Figure 1. Where the registers sit.
Other sequential cells in the stronger grey, the rest of the logic in the fainter grey.
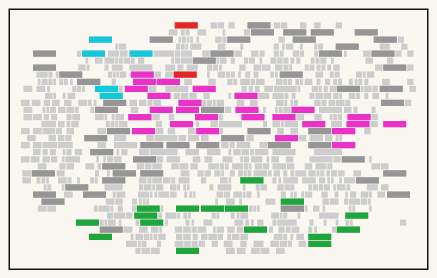
Figure 2. I/O nets highlighted.
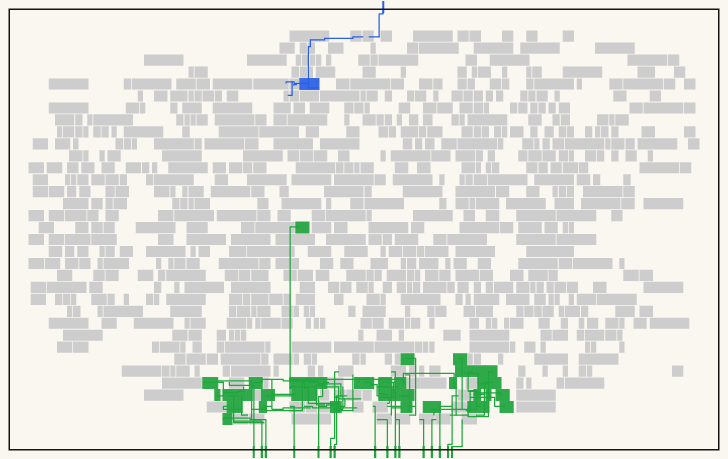
Figure 3. Wiring heat map.
32 x 20 tiles, from black (low) to pale yellow (high), scaled to the fullest tile. Values are wire area over tile area, all layers added.
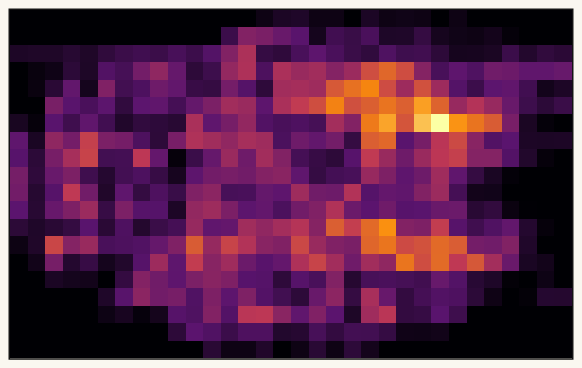
Figure 4. Placement view.
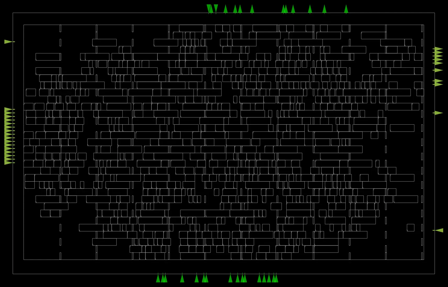
Figure 5. Met3 routing.
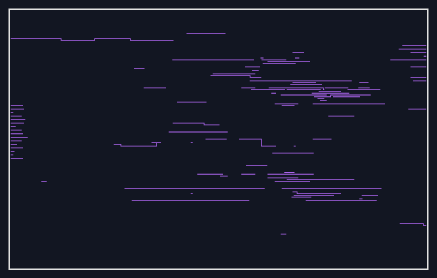
## src/rtl/fixp_pkg.sv

```systemverilog
// Shared definitions for the fixed-point divider: default format, saturation limits, FSM states.
package fixp_pkg;

  localparam int FIXP_N = 16;
  localparam int FIXP_Q = 10;

  localparam logic [FIXP_N-1:0] FIXP_MAX = {1'b0, {(FIXP_N-1){1'b1}}};
  localparam logic [FIXP_N-1:0] FIXP_MIN = {1'b1, {(FIXP_N-1){1'b0}}};

  typedef enum logic [1:0] {
    IDLE = 2'd0,
    DIV  = 2'd1,
    FIX  = 2'd2,
    DONE = 2'd3
  } state_t;

endpackage

```

## src/rtl/fixp_div_step.sv

```systemverilog
// One radix-2 restoring division step: shift in the next dividend bit, subtract the divisor if it fits.
module fixp_div_step #(
  parameter int W = 16
) (
  input  logic [W-1:0] rem_in,
  input  logic         div_bit,
  input  logic [W-1:0] divisor,
  output logic [W-1:0] rem_out,
  output logic         q_bit
);

  logic [W:0] trial;

  // Trial subtraction; when it succeeds the difference is below 2^W, so the low W bits are exact.
  always_comb begin
    trial   = {rem_in, div_bit};
    q_bit   = 1'b0;
    rem_out = trial[W-1:0];
    if (trial >= {1'b0, divisor}) begin
      q_bit   = 1'b1;
      rem_out = trial[W-1:0] - divisor;
    end
  end

endmodule

```

## src/rtl/fixp_div.sv

```systemverilog
// Iterative signed fixed-point divider (o_C = i_A / i_B), one quotient bit per clock,
// valid/ready handshakes on both sides, with saturation and divide-by-zero flagging.
module fixp_div
  import fixp_pkg::*;
#(
  parameter int N = FIXP_N,
  parameter int Q = FIXP_Q
) (
  input  logic         i_clk,
  input  logic         i_rst_n,
  input  logic         i_valid,
  output logic         o_ready,
  input  logic [N-1:0] i_A,
  input  logic [N-1:0] i_B,
  output logic         o_valid,
  input  logic         i_ready,
  output logic [N-1:0] o_C,
  output logic         o_sat,
  output logic         o_div_by_zero
);

  localparam int            W         = N + Q;
  localparam int            CW        = $clog2(W);
  localparam logic [CW-1:0] LAST      = CW'(W - 1);
  localparam logic [N-1:0]  MAX_POS   = {1'b0, {(N-1){1'b1}}};
  localparam logic [N-1:0]  MIN_NEG   = {1'b1, {(N-1){1'b0}}};
  localparam logic [W-1:0]  POS_LIMIT = W'(MAX_POS);
  localparam logic [W-1:0]  NEG_LIMIT = W'(MIN_NEG);

  state_t        state, next_state;
  logic [CW-1:0] count;
  logic [W-1:0]  dividend;
  logic [W-1:0]  quot;
  logic [N-1:0]  rem;
  logic [N-1:0]  divisor;
  logic          sign;
  logic          a_neg;
  logic          dz;

  logic          accept;
  logic [N-1:0]  a_mag;
  logic [N-1:0]  b_mag;
  logic [N-1:0]  rem_next;
  logic          q_bit;
  logic [N-1:0]  fmt_c;
  logic          fmt_sat;

  // Magnitudes on N unsigned bits, so the most negative input maps cleanly to 2^(N-1).
  assign accept = i_valid & o_ready;
  assign a_mag  = i_A[N-1] ? (~i_A + 1'b1) : i_A;
  assign b_mag  = i_B[N-1] ? (~i_B + 1'b1) : i_B;

  fixp_div_step #(.W(N)) u_step (
    .rem_in  (rem),
    .div_bit (dividend[W-1]),
    .divisor (divisor),
    .rem_out (rem_next),
    .q_bit   (q_bit)
  );

  // State register.
  always_ff @(posedge i_clk or negedge i_rst_n) begin
    if (!i_rst_n) state <= IDLE;
    else          state <= next_state;
  end

  // Next-state logic: accept, iterate W steps, format once, hold until downstream takes it.
  always_comb begin
    next_state = state;
    case (state)
      IDLE:    if (accept)        next_state = DIV;
      DIV:     if (count == LAST) next_state = FIX;
      FIX:                        next_state = DONE;
      DONE:    if (i_ready)       next_state = IDLE;
      default:                    next_state = IDLE;
    endcase
  end

  // Handshake outputs decoded from state; no overlap between operations.
  always_comb begin
    o_ready = (state == IDLE);
    o_valid = (state == DONE);
  end

  // Result formatting: divide-by-zero forcing, then sign-dependent saturation, else truncated quotient.
  always_comb begin
    fmt_c   = '0;
    fmt_sat = 1'b0;
    if (dz) begin
      fmt_c   = a_neg ? MIN_NEG : MAX_POS;
      fmt_sat = 1'b1;
    end else if (!sign) begin
      if (quot > POS_LIMIT) begin
        fmt_c   = MAX_POS;
        fmt_sat = 1'b1;
      end else begin
        fmt_c = quot[N-1:0];
      end
    end else begin
      if (quot > NEG_LIMIT) begin
        fmt_c   = MIN_NEG;
        fmt_sat = 1'b1;
      end else begin
        fmt_c = ~quot[N-1:0] + 1'b1;
      end
    end
  end

  // Datapath: latch operands on accept, shift one quotient bit per DIV cycle, register result in FIX.
  always_ff @(posedge i_clk or negedge i_rst_n) begin
    if (!i_rst_n) begin
      count         <= '0;
      dividend      <= '0;
      quot          <= '0;
      rem           <= '0;
      divisor       <= '0;
      sign          <= 1'b0;
      a_neg         <= 1'b0;
      dz            <= 1'b0;
      o_C           <= '0;
      o_sat         <= 1'b0;
      o_div_by_zero <= 1'b0;
    end else begin
      case (state)
        IDLE: begin
          if (accept) begin
            sign     <= i_A[N-1] ^ i_B[N-1];
            a_neg    <= i_A[N-1];
            divisor  <= b_mag;
            dividend <= {a_mag, {Q{1'b0}}};
            rem      <= '0;
            quot     <= '0;
            count    <= '0;
            dz       <= (i_B == '0);
          end
        end
        DIV: begin
          rem      <= rem_next;
          quot     <= {quot[W-2:0], q_bit};
          dividend <= {dividend[W-2:0], 1'b0};
          count    <= count + 1'b1;
        end
        FIX: begin
          o_C           <= fmt_c;
          o_sat         <= fmt_sat;
          o_div_by_zero <= dz;
        end
        default: ;
      endcase
    end
  end

endmodule
```

## config.mk

```make
export PLATFORM = sky130hd
export DESIGN_NAME = fixp_div
export DESIGN_NICKNAME = d
export VERILOG_FILES = /design/src/rtl/fixp_pkg.sv /design/src/rtl/fixp_div_step.sv /design/src/rtl/fixp_div.sv
export SDC_FILE = /design/constraint.sdc
export NUM_CORES = 1
export LEC_CHECK = 0
export CORE_ASPECT_RATIO = 0.6
export CORE_MARGIN = 4
export CORE_UTILIZATION = 46
export DETAILED_ROUTE_END_ITERATION = 6
export PLACE_DENSITY = 0.68
export SLEW_MARGIN = 15
export SYNTH_ARGS = -nofsm -noshare
export SYNTH_HDL_FRONTEND = slang
export SYNTH_HIERARCHICAL = 1
export SYNTH_SLANG_ARGS = --single-unit
```

## constraint.sdc

```tcl
create_clock -name i_clk -period 2.7 [get_ports i_clk]
set_input_delay 0.54 -clock i_clk [delete_from_list [all_inputs] [get_ports i_clk]]
set_output_delay 0.54 -clock i_clk [all_outputs]
set_load 0.1 [all_outputs]
```

==> impl_metrics.json <==
{
  "status": "finished clean",
  "worst-path-stages": 9,
  "holdBufCountCts": 0,
  "power.density_nw_per_um2": 1410,
  "ys_sh_aoi": 0.243,
  "seq_area_um2": 2550,
  "fin_hold_ws_ns": 0.225,
  "gr-usage-met3": 0.0382,
  "logic_family": "AND-OR/OR-AND gates",
  "die_y_um": 99.8,
  "antenna_left": 0,
  "synth-simple-area-share": 0.139,
  "period_needed_ns": 2.60,
  "clock_buffers": 11,
  "finalHoldViolCount": 0,
  "syn_area_per_cell_um2": 9.40,
  "grt_pass1_wl_um": 26400,
  "tritoncts": "done",
  "ys_seq_share": 0.395,
  "warnings": 30,
  "n_all_buffers": 90,
  "rsz0062_at_grt": "false",
  "finalCritPeriodShare": 0.961,
  "p_comb_frac": 0.638,
  "cp_slowest_stage_delay_ns": 0.43,
  "grt_pass1_vias": 5300,
  "inv_count": 42,
  "clock_latency_ns": 0.34,
  "comb_cells": 499,
  "crit_fanout": 12,
  "wl_met3_um": 1050,
  "drc": 0,
  "p_int_mw": 5.62,
  "fp_nets": 749,
  "dr_total_vias": 5421,
  "seq_power_mw": 2.48,
  "fillers": 1223,
  "worstPathRequired_ns": 2.93,
  "cp_cell_sequence": "ha_1, a21o_1, a211o_1, a41o_1, a31oi_4, o21a_4, inv_8, mux2_4, a22o_1",
  "ys_sh_adder": 0.0515,
  "path_buffers": 1,
  "ioPinCount": 56,
  "clock_area_frac": 0.0425,
  "grt_overflow": 0,
  "layout_top_cell": "dfrtp_1",
  "dominant_cells": "logic gates",
  "cts_buffers": 9,
  "grt.met2_usage": 0.310,
  "end_kind": "register"
}
## Picture notes: Figure 1
red -> `state`  # flops 2
magenta -> `quot`  # flops 26
green -> `divisor`  # flops 16
cyan -> `count`  # flops 5, where north-west
not coloured = 53

## Picture notes: Figure 2
green -> `i_B`  # bits 16, direction input, end cells 40, buffers 20, wire 685 um
blue -> `o_ready`  # bits 1, direction output, end cells 1, buffers 1, wire 46.1 um

## Picture notes: Figure 3
mean over tiles = 0.15
tiles over half the peak = 8.6%
densest ninth of the die = centre
nearly empty tiles = 20%

## Picture notes: Figure 4
final core occ: 0.557
Std-Cell Rows: 33
flop count: 102

## Picture notes: Figure 5
wire length on this layer = 1050 um
main direction = horizontal
longest straight run = 53.8 um
share of all routed wire = 6.7%
nets with wire on the layer = 80

